Design q2a03_joypad_flat, sky130hd; sources not shown.
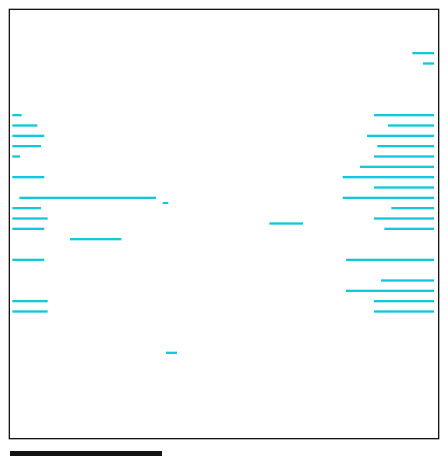
Run 1: the metal 3 layer
Scale bar: 20 µm.
share of all routed wire	7.9%
wire length on this layer	214 µm
main direction	horizontal
longest straight run	17.7 µm
total length of routed wires: 2.707 mm
met3 GRT Util: 4.839%
detailed-route via count: 1,036

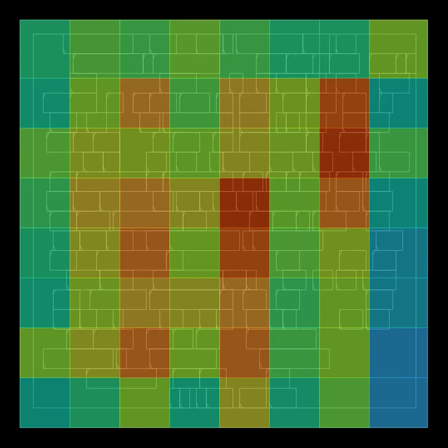
Run 1: track usage over the die
DR WL/cell: 14.25 µm
total global-route track usage: 17.73%
Util after Layout: 63.34%
most used routing layer in global routing: met2

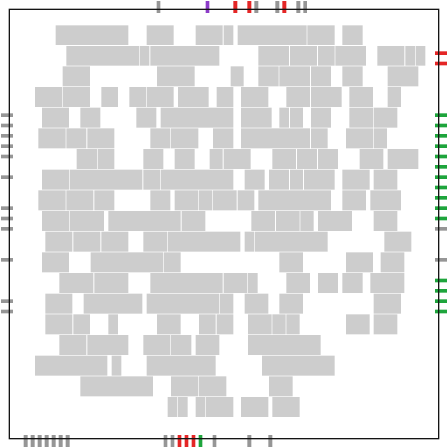
Run 1: pin placement
Pins as bars across the die edge, other pins in gray.
color	port	pins	direction	edge
green	bus_G_addr	16	input	15 right, 1 bottom
purple	P_clk1	1	output	top
red	bus_G_rd_data	8	output	3 top, 3 bottom, 2 right
all pins by edge	19 right, 16 bottom, 12 left, 9 top
PortBufs: 42
Chip Width: 56.35 µm
Die H: 56.35 µm

==> out/summary.json, run 1 <==
{
  "status": {"value": "finished, violations left"},
  "violations": {"value": "setup timing"},
  "layout_setup_ws": {"value": -0.1802, "unit": "ns"},
  "rrSetupSlack": {"value": 0.32, "unit": "ns"},
  "first_global_vias": {"value": 1037},
  "regArea": {"value": 520.5, "unit": "µm²"},
  "worst_ep_arrival_time": {"value": 1.74, "unit": "ns"},
  "clock_network_contribution_to_total_cell_area": {"value": 2.095, "unit": "%"},
  "cts.clk_slew.worst_paths": {"value": 0.11, "unit": "ns"},
  "cp_data_required_time": {"value": 1.56, "unit": "ns"},
  "tritoncts": {"value": "built"},
  "p_total": {"value": 774.1, "unit": "µW"},
  "synth.yosys.seq_area_share": {"value": 46.90, "unit": "%"},
  "ys.warnings.count": {"value": 0},
  "power.share.sequential": {"value": 54.4, "unit": "%"},
  "ys_chip_area": {"value": 0.001110, "unit": "mm²"},
  "worst_path_cell_with_the_longest_stage_delay": {"value": "sky130_fd_sc_hd__or4_4"},
  "setup_viol": {"value": 10},
  "min_period": {"value": 2.130, "unit": "ns"},
  "layoutNonFillerInstCount": {"value": 190},
  "logic_area": {"value": 564.3, "unit": "µm²"},
  "nets": {"value": 204},
  "top_cells_by_area": {"value": "sky130_fd_sc_hd__dfstp_2, sky130_fd_sc_hd__dfrtp_1, sky130_fd_sc_hd__a221o_1"},
  "root_buffer": {"value": "sky130_fd_sc_hd__clkbuf_4"},
  "cpLargestDelayFamily": {"value": "simple AND/OR/NAND/NOR gates"},
  "clock_buffers": {"value": 4},
  "flip_flop_cell_with_the_highest_count_after_synthesis": {"value": "sky130_fd_sc_hd__dfstp_2"},
  "cp_slowest_stage_delay": {"value": 0.53, "unit": "ns"},
  "grt_max_degree": {"value": 21},
  "min-delay-path-class": {"value": "input port to async pin"},
  "syn-cell-area": {"value": 0.001110, "unit": "mm²"},
  "dominant_kind_of_combinational_cell": {"value": "AND-OR/OR-AND gates"},
  "synth_largest_type_area_fraction": {"value": 37.88, "unit": "%"},
  "cp_num_buf_inv": {"value": 2},
  "drv_cap": {"value": 0},
  "syn-instance-count": {"value": 101},
  "synth_area_per_cell": {"value": 10.99, "unit": "µm²"},
  "comb-power": {"value": 111, "unit": "µW"},
  "nonClockInverterCount": {"value": 3},
  "compound_area_share": {"value": 23.00, "unit": "%"},
  "min_period_over_period": {"value": 109.2, "unit": "%"},
  "power.largest_group": {"value": "registers"},
  "synthArstFlopShare": {"value": 100.0, "unit": "%"},
  "timing_hold_violations_final": {"value": 0},
  "final_max_slew_viol_count": {"value": 0},
  "placementRows": {"value": 19}
}
run 1: per-stage QoR:
step	hold slack [ns]	instance area, µm²	TNS [ns]	worst slack, ns	utilization (%)
after detailed placement	0.4820	1628	-14.23	-0.9174	59.54
after global routing	0.4152	1732	-1.520	-0.2062	63.34
after CTS	0.4111	1723	-1.268	-0.1744	63.02
after floorplan	0.09441	1049	-3.849	-0.4151	-
after global placement	0.4799	1628	-13.26	-0.8836	59.54
final	0.4111	1732	-1.483	-0.1802	63.34
run 1: metal layers:
layer	track usage [%]	part of all wire, %	wire [µm]	up-vias
met3	4.839	7.9	214	4
met5	0	0	0	-
met1	21.03	42	1134	501
li1	-	-	-	494
met2	30.76	49	1328	37
met4	6.122	1.1	30	0
Run 1, clock network drawn from the DEF:
Scale bar: 20 µm.
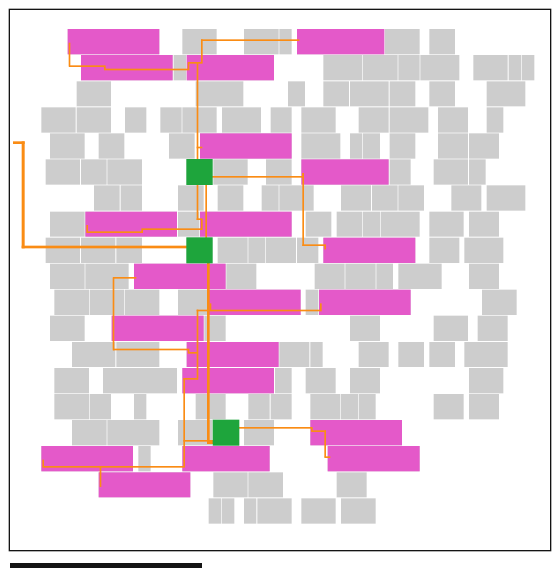

==> run 1 -> run 2 <==
--- a/config.mk
+++ b/config.mk
@@ -14,6 +14,7 @@
 export GPL_TIMING_DRIVEN = 1
 export PLACE_DENSITY = 0.78
 export REMOVE_ABC_BUFFERS = 1
+export SETUP_SLACK_MARGIN = 0.5
 export SYNTH_ARGS = -nofsm -noshare
 export SYNTH_HDL_FRONTEND = slang
 export SYNTH_SLANG_ARGS = --single-unit
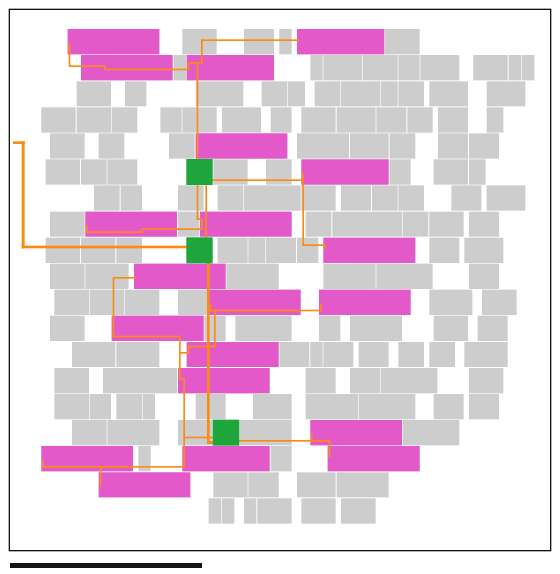
Run 2: clock network drawn from the DEF
Scale bar: 20 µm.
[orange] clock wires | length: 230 µm
[magenta] flip-flops | count: 20
[green] clock-net drivers | count: 3
routed clock nets	4
Clk pwr share: 31.0%
worst clock skew on the final layout: 0.002350 ns
power attributed to the clock group: 242 µW
Latency at later pin: 0.30 ns

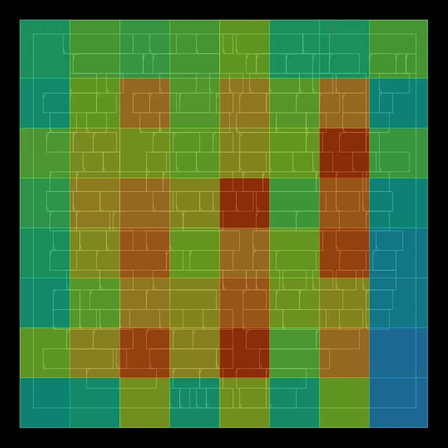
Run 2: track usage over the die
met2 Resource Use GR: 32.94%
routing usage on met1: 21.32%

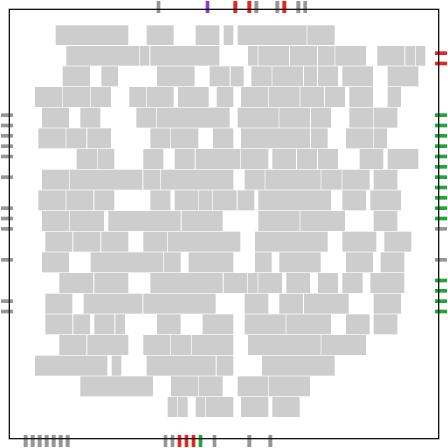
Run 2: pin placement
Pins as bars across the die edge, other pins in gray.
color	port	pins	direction	edge
purple	P_clk1	1	output	top
green	bus_G_addr	16	input	15 right, 1 bottom
red	bus_G_rd_data	8	output	3 top, 3 bottom, 2 right

==> out/summary.json, run 2 <==
{
  "worst_path_cell_with_the_longest_stage_delay": {"value": "sky130_fd_sc_hd__or4_4"},
  "cp_data_required_time": {"value": 1.56, "unit": "ns", "change": "about the same"},
  "port_buffers": {"value": 42, "change": "unchanged"},
  "drt-wirelength-per-cell": {"value": 15.03, "unit": "µm", "change": "+5.5%"},
  "tritoncts": {"value": "built"},
  "status": {"value": "finished, violations left"},
  "cp_num_buf_inv": {"value": 2, "change": "unchanged"},
  "grt_max_degree": {"value": 21, "change": "unchanged"},
  "cts.clk_slew.worst_paths": {"value": 0.11, "unit": "ns", "change": "about the same"},
  "violations": {"value": "setup timing"},
  "flip_flop_cell_with_the_highest_count_after_synthesis": {"value": "sky130_fd_sc_hd__dfstp_2"},
  "worst_ep_arrival_time": {"value": 1.72, "unit": "ns", "change": "-0.02 ns"},
  "syn-instance-count": {"value": 101, "change": "unchanged"},
  "synth_largest_type_area_fraction": {"value": 37.88, "unit": "%", "change": "unchanged"},
  "clock_buffers": {"value": 4, "change": "unchanged"},
  "regArea": {"value": 520.5, "unit": "µm²", "change": "unchanged"},
  "setup_viol": {"value": 20, "change": "+10"},
  "clock_network_contribution_to_total_cell_area": {"value": 1.908, "unit": "%", "change": "-0.19 points"},
  "layoutNonFillerInstCount": {"value": 195, "change": "+2.6%"},
  "synth.yosys.seq_area_share": {"value": 46.90, "unit": "%", "change": "unchanged"},
  "dominant_kind_of_combinational_cell": {"value": "AND-OR/OR-AND gates"},
  "layout_setup_ws": {"value": -0.1597, "unit": "ns", "change": "+0.02052 ns"},
  "p_total": {"value": 779.3, "unit": "µW", "change": "+0.67%"},
  "nonClockInverterCount": {"value": 3, "change": "unchanged"}
}
run 2: cell count changes in the layout (fill, tap and decap cells not counted), sizes merged:
| cell | change |
|---|---|
| dlygate4sd2 | +3 |
| buf | +5 |
| clkdlybuf4s50 | -3 |
run 2: metal layers:
| layer | GRT usage (%) | up-vias | part of all wire [%] |
|---|---|---|---|
| met2 | 32.94 | 46 | 50 |
| met5 | 0 | - | 0 |
| met4 | 6.122 | 0 | 1.1 |
| li1 | - | 506 | - |
| met1 | 21.32 | 541 | 41 |
| met3 | 4.839 | 4 | 8.1 |
run 2: cell families (layout without fill, tap and decap cells):
logic type / after synthesis / count (layout)
other: 1 / 6
AND/OR/NAND/NOR: 31 / 31
flip-flops: 20 / 20
multiplexers: 2 / 2
buffers and inverters: 16 / 74
AND-OR/OR-AND: 31 / 31
Power and IR drop assume default switching activity.
